$ cat config.mk
export PLATFORM = sky130hd
export DESIGN_NAME = hazard_scoreboard
export DESIGN_NICKNAME = d
export VERILOG_FILES = /design/src/rtl/hazard_scoreboard_pkg.sv /design/src/rtl/hazard_scoreboard_sb_entry.sv /design/src/rtl/hazard_scoreboard.sv
export SDC_FILE = /design/constraint.sdc
export NUM_CORES = 1
export LEC_CHECK = 0
export CORE_UTILIZATION = 36
export DETAILED_ROUTE_END_ITERATION = 6
export MAX_ROUTING_LAYER = met4
export PLACE_DENSITY = 0.61
export SLEW_MARGIN = 40
export SYNTH_ARGS = -nofsm -noshare
export SYNTH_HDL_FRONTEND = slang
export SYNTH_SLANG_ARGS = --single-unit
$ cat constraint.sdc
create_clock -name clk -period 3.58 [get_ports clk]
set_input_delay 0.358 -clock clk [delete_from_list [all_inputs] [get_ports clk]]
set_output_delay 0.358 -clock clk [all_outputs]
set_load 0.005 [all_outputs]
$ cat src/rtl/hazard_scoreboard_pkg.sv
// Shared constants for the ID-stage hazard scoreboard: FwdRisk bit positions,
// register-file geometry and default latencies.
package hazard_scoreboard_pkg;
    localparam int NUM_REGS     = 32;
    localparam int REG_W        = 5;
    localparam int FWD_RS1      = 2;
    localparam int FWD_RS2      = 1;
    localparam int FWD_RD       = 0;
    localparam int LOAD_LAT_DEF = 1;
    localparam int CNT_W_DEF    = 2;

    // x0 is never busy, so a zero index is always a miss.
    function automatic logic reg_busy(input logic [REG_W-1:0] r,
                                      input logic [NUM_REGS-1:0] busy);
        return (r != '0) && busy[r];
    endfunction
endpackage

$ cat src/rtl/hazard_scoreboard_sb_entry.sv
// One tracked architectural register: load countdown plus multi-cycle-pending flag.
module sb_entry
    import hazard_scoreboard_pkg::*;
#(
    parameter int CNT_W    = CNT_W_DEF,
    parameter int LOAD_LAT = LOAD_LAT_DEF
) (
    input  logic clk,
    input  logic rst,
    input  logic set_load,
    input  logic set_mc,
    input  logic set_alu,
    input  logic clr_mcp,
    output logic pend,
    output logic mcp
);
    logic [CNT_W-1:0] cnt;

    assign pend = (cnt != '0);

    // A new write to this register overrides both the countdown and a same-cycle mc_done clear.
    always_ff @(posedge clk or posedge rst) begin
        if (rst) begin
            cnt <= '0;
            mcp <= 1'b0;
        end else if (set_load) begin
            cnt <= CNT_W'(LOAD_LAT);
            mcp <= 1'b0;
        end else if (set_mc) begin
            cnt <= '0;
            mcp <= 1'b1;
        end else begin
            if (set_alu)
                cnt <= '0;
            else if (cnt != '0)
                cnt <= cnt - 1'b1;
            if (clr_mcp)
                mcp <= 1'b0;
        end
    end
endmodule

$ cat src/rtl/hazard_scoreboard.sv
// ID-stage hazard scoreboard: per-register producer tracking, load-use / multi-cycle
// RAW/WAW / structural stall generation, and a saturating stall-cycle counter.
module hazard_scoreboard
    import hazard_scoreboard_pkg::*;
#(
    parameter int WIDTH    = 32,
    parameter int LOAD_LAT = LOAD_LAT_DEF,
    parameter int CNT_W    = CNT_W_DEF
) (
    input  logic             clk,
    input  logic             rst,
    input  logic             ID_valid,
    input  logic [2:0]       ID_FwdRisk,
    input  logic [REG_W-1:0] ID_rs1,
    input  logic [REG_W-1:0] ID_rs2,
    input  logic [REG_W-1:0] ID_rd,
    input  logic             ID_is_load,
    input  logic             ID_is_mc,
    input  logic             EX_flush,
    input  logic             mc_done,
    input  logic [REG_W-1:0] mc_rd,
    output logic             stall_ID,
    output logic             bubble_EX,
    output logic             mc_busy,
    output logic [WIDTH-1:0] stall_cycles
);
    logic [NUM_REGS-1:0] pend;
    logic [NUM_REGS-1:0] mcp;
    logic raw1, raw2, waw, struc, live, issue, wr_rd;

    assign pend[0] = 1'b0;
    assign mcp[0]  = 1'b0;

    // Hazards look only at registered state; mc_done is not bypassed into this cycle.
    assign raw1  = ID_FwdRisk[FWD_RS1] & reg_busy(ID_rs1, pend | mcp);
    assign raw2  = ID_FwdRisk[FWD_RS2] & reg_busy(ID_rs2, pend | mcp);
    assign waw   = ID_FwdRisk[FWD_RD]  & reg_busy(ID_rd, mcp);
    assign struc = ID_is_mc & mc_busy;

    assign live      = ID_valid & ~EX_flush;
    assign stall_ID  = live & (raw1 | raw2 | waw | struc);
    assign bubble_EX = stall_ID;
    assign issue     = live & ~stall_ID;
    assign wr_rd     = issue & ID_FwdRisk[FWD_RD] & (ID_rd != '0);

    for (genvar r = 1; r < NUM_REGS; r++) begin : g_ent
        logic hit;
        assign hit = wr_rd && (ID_rd == REG_W'(r));

        sb_entry #(.CNT_W(CNT_W), .LOAD_LAT(LOAD_LAT)) u_ent (
            .clk     (clk),
            .rst     (rst),
            .set_load(hit & ID_is_load),
            .set_mc  (hit & ~ID_is_load & ID_is_mc),
            .set_alu (hit & ~ID_is_load & ~ID_is_mc),
            .clr_mcp (mc_done && (mc_rd == REG_W'(r))),
            .pend    (pend[r]),
            .mcp     (mcp[r])
        );
    end

    // A new mc issue wins over a completion in the same cycle.
    always_ff @(posedge clk or posedge rst) begin
        if (rst)
            mc_busy <= 1'b0;
        else if (issue & ID_is_mc)
            mc_busy <= 1'b1;
        else if (mc_done)
            mc_busy <= 1'b0;
    end

    always_ff @(posedge clk or posedge rst) begin
        if (rst)
            stall_cycles <= '0;
        else if (stall_ID && (stall_cycles != '1))
            stall_cycles <= stall_cycles + 1'b1;
    end
endmodule

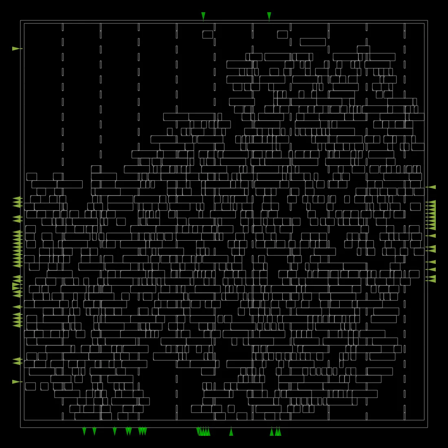
Figure 1: placed standard cells.
Flops: 126
row count: 53
sequential share of cell area: 33.6%
Tap Count: 275

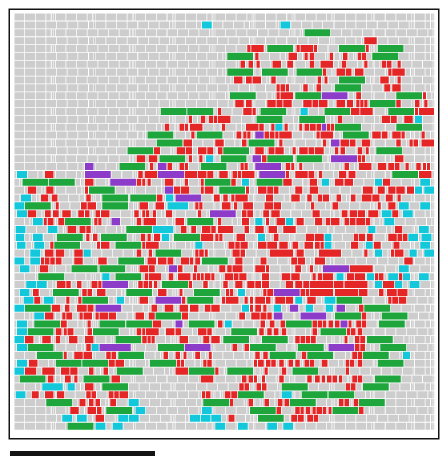
Figure 2: placed cells, one color a class.
The bar under the picture is 50 um long. Fill, decap, tap and diode cells in gray.
Cyan shows remaining buffers and delay cells, cells 106, share of their area 11%. Green shows sequential cells, cells 126, share of their area 35%. Red shows remaining logic cells, cells 673, share of their area 48%. Purple shows clock drivers and dummy loads, cells 32, share of their area 6.3%.

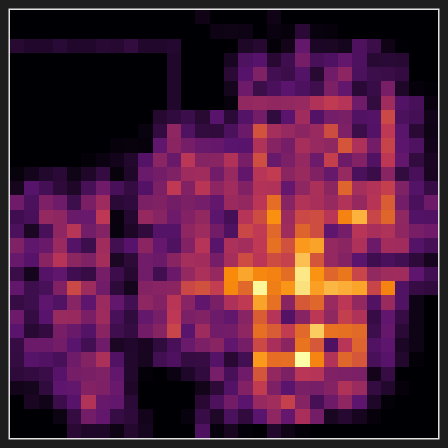
Figure 3: wiring heat map.
30 x 30 tiles, from black (low) to pale yellow (high), scaled to the fullest tile. Values are wire area over tile area, all layers added.
10% of the tiles are over half the peak. The mean over all tiles is 0.16. 24% of the tiles are nearly empty. The emptiest ninth of the die: north-west. The fullest tile reaches 0.67.

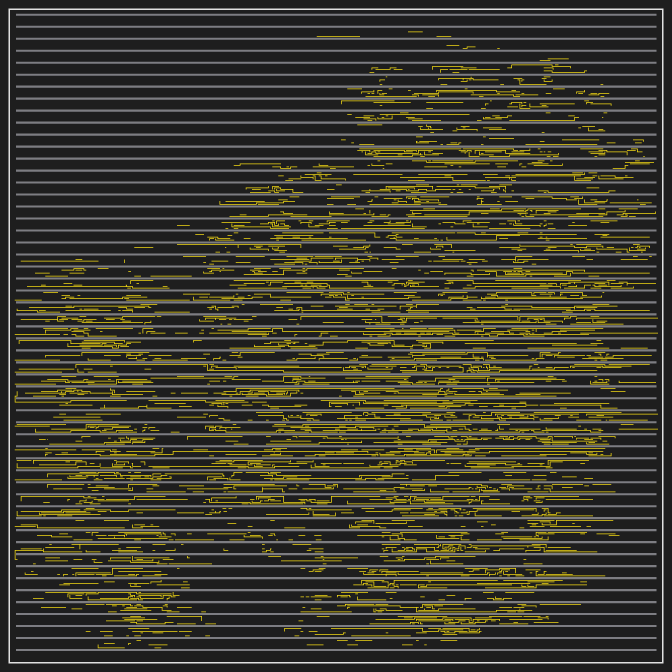
Figure 4: metal 1.
Supply wires on this layer in gray.
The wires run mostly horizontal. The layer carries 10100 um of wire. The layer holds 46% of the routed length.

==> results_slide.txt <==
Key Metrics from the Run

Floorplanning
  • Die W: 148 um
  • IO Pins: 65
  • Initial Utilization: 36.6%
  • Die Ht: 148 um
  • Core footprint: between 0.02 and 0.025 mm2
  • Die Size: 0.0219 mm2

Power and ir drop
  • Net Sw Power: 2.48 mW
  • VDD IR-drop max: 0.364 mV
  • Sw Ratio: 36.6%
  • Int Power: 4.30 mW
  • Clock network power share: 25.2%
  • Sequential power share: 31.5%
  • Clk. pwr: between 1.5 and 2 mW
  • P per Cell Area: 722 mW/mm2
  • P_comb: between 2 and 3 mW
  • Pwr top: combinational logic
  • Leak Pwr: 4.18 nW
  • Seq. pwr: 2.13 mW
  • Final Power: 6.77 mW
  • Gate power share: 43.4%

Critical path
  • Crit Path Class: flip-flop to output pin
  • Endpoint type of the worst setup path: output pin
  • Crit start category: flip-flop
  • CP max stage delay: between 0.4 and 0.5 ns
  • Buffers & Inverters on Critical Path: 4
  • Critical path, cell by cell: inv_1 -> ha_1 -> inv_1 -> o31a_1 -> mux4_2 -> a22oi_1 -> nor3b_1 -> nor4_4 -> buf_6 -> nor2_1 -> dlygate4sd2_1
  • Crit-path leading delay family: buffers and inverters
  • Req. time, crit path: ~3.2 ns
  • R2r startpoint: g_ent[14].u_ent.cnt[0]
  • Most frequent CP cell: inv_1
  • Crit path DAT: 3.04 ns
  • CP Depth: 11
  • Critical path's slowest cell: mux4_2
  • R2R depth: 14
  • Crit path from: g_ent[14].u_ent.cnt[0]
  • CP endpoint: bubble_EX
  • Register-to-register path setup slack: roughly 0.30 ns
  • Largest fanout on the critical path: 4
  • FF-to-FF End: g_ent[24].u_ent.mcp

Global route
  • First-pass GRT wire length: 35.2 mm
  • Pin count of the biggest net entering global routing: between 70 and 80
  • All-Layer GR Usage: a little over a fifth
  • Grt total ovfl: 0
  • Vias in the first global route: 6538
  • Initial antenna violation count: 0

Run
  • Tool warning count: 26
  • Max_cap viols: 0

Place
  • Placed Cells: ~1200
  • Port buffer count: 64
  • Post-DP HPWL: 15.5 mm
  • Gpl congestion: 0.924

Routing
  • Wirelength, routed: 21.7 mm
  • Total number of vias: 6685
  • Final ANT Viol Nets: 0
  • WL/cell: 17.9 um
  • DRT Pass-1 Iters: 5
  • First DRT Iteration DRCs: 451
  • DRC: 0
  • Vias per cell: 5.52

Yosys
  • Yosys top cell area share: 41.1%
  • Seq/Total Area, Yosys: 41.1%
  • Predominant post-synthesis flop cell: dfrtp_1
  • Mean Syn Cell Area: 9.09 um2
  • Post-synth top cells: dfrtp_1, inv_1, a21oi_1
  • Mapped cell area: 0.00767 mm2
  • Yosys warns: 0
  • # Cells Yosys: 844
  • Ys async rst share: 100%
  • Synth area leaders: dfrtp_1, xor2_1, ha_1, a21oi_1, o21ai_0
  • Count leader, synth: dfrtp_1
  • Post-synth EDFFs: 0
  • Syn_nets: 906
  • Dominant cell type by area after synthesis: dfrtp_1
  • YS chip area: 0.00767 mm2
  • Cells after Synth: approximately 840
  • Unique cell types: around 55
  • Ys flops: 126

Clock network
  • CTS HTree Levels: 4
  • Latency at later pin: approximately 0.43 ns
  • CTS max path bufs: 2
  • # clock sinks: 126
  • Hold buffers post-CTS: 0
  • Clock-pin slew on the worst setup and hold paths: approximately 0.07 ns
  • TritonCTS buffer count: 17
  • Root buffer cell: clkbuf_16
  • CTS tree: yes

Timing
  • Max Clock Freq: 294 MHz
  • Fin. Hold Viols: 0
  • Setup Viol. Count Final: 0
  • Fin crit period: 3.40 ns
  • Least-Margin Pin Slew: approximately 0.85 ns
  • Relative slew margins: 43.4%
  • Final period utilization: 94.9%
  • Max-slew violation count: 0
  • TNS Setup: 0 ns
  • Unrepaired setup endpoints after global routing: false
  • Clock Skew: 0.0167 ns

Finish
  • Post-Layout Cell Count: 1212
  • Final Util: 44.8%
  • Top Layout Cells: dfrtp_1, inv_1, a21oi_1, o21ai_0, clkdlybuf4s50_1
  • Layout Nets: roughly 990
  • Antenna Cells: 0
  • Dominant logic cell type in the layout: dfrtp_1
  • Share of cells above drive strength 1: 12.6%
  • Synth-to-Final Area Change: 22.3%

Hold path
  • HP Class: input pin to asynchronous set/reset pin

Status
  • Status: finished, final reports clean
==> final cells by class <==
cell class | instances | area, um2
flip-flops and latches | 126 | 3150
multi-input cells | 595 | 4020
well taps | 275 | 344
clock inverters | 15 | 146
fillers | 2069 | 11600
inverters | 78 | 297
clock buffers | 17 | 425
repair buffers | 106 | 995
==> worst min path at each step <==
stage | startpoint | end | slack (ns)
final | rst | stall_cycles[2] | 0.15
after global routing | rst | stall_cycles[2] | 0.15
after CTS | rst | stall_cycles[2] | 0.14
after detailed placement | stall_cycles[22] | stall_cycles[22] | 0.47
after global placement | stall_cycles[11] | stall_cycles[11] | 0.47
after floorplan | mc_done | mc_busy | 0.45
==> timing repair <==
action	in CTS	in global routing
pin swaps	0	1
endpoints found under the hold margin	0	0
gates resized	6	2
buffers inserted	1	0
endpoints found under the setup margin	2	3
==> logic make-up (layout without fill, tap and decap cells) <==
family          count (synthesis)  count (layout)  share of synthesized area, %
compound gates                243             243                          19.5
xor+xnor                       62              62                          7.08
buf+inv                       123             216                          6.75
flops                         126             126                          41.1
mux                            14              14                          2.84
fa+ha+maj                      32              32                          5.22
simple gates                  244             244                          17.5
==> metrics by stage <==
stage	worst slack (ns)	area (um2)	hold WS, ns
after floorplan	0.487	7670	0.454
after global placement	-0.00924	8790	0.473
after detailed placement	-0.00964	8790	0.473
after CTS	0.133	9380	0.139
after global routing	0.0230	9380	0.152
final	0.183	9380	0.152
==> metal layers <==
metal  part of all wire [%]  GRT usage, %  vias up  wire length (um)
met2                     46          33.8      206             10100
met4                    2.5          8.66        0               534
met1                     46          27.3     3246             10100
met5                      0             -        -                 0
met3                    4.9          4.01       44              1070
li1                       -             -     3189                 -
==> flip-flops by register name (all words and copies together) (netlist names) <==
register,flops
g_ent.u_ent.cnt,62
stall_cycles,32
g_ent.u_ent.mcp,31
mc_busy,1
Power and IR drop assume default switching activity.
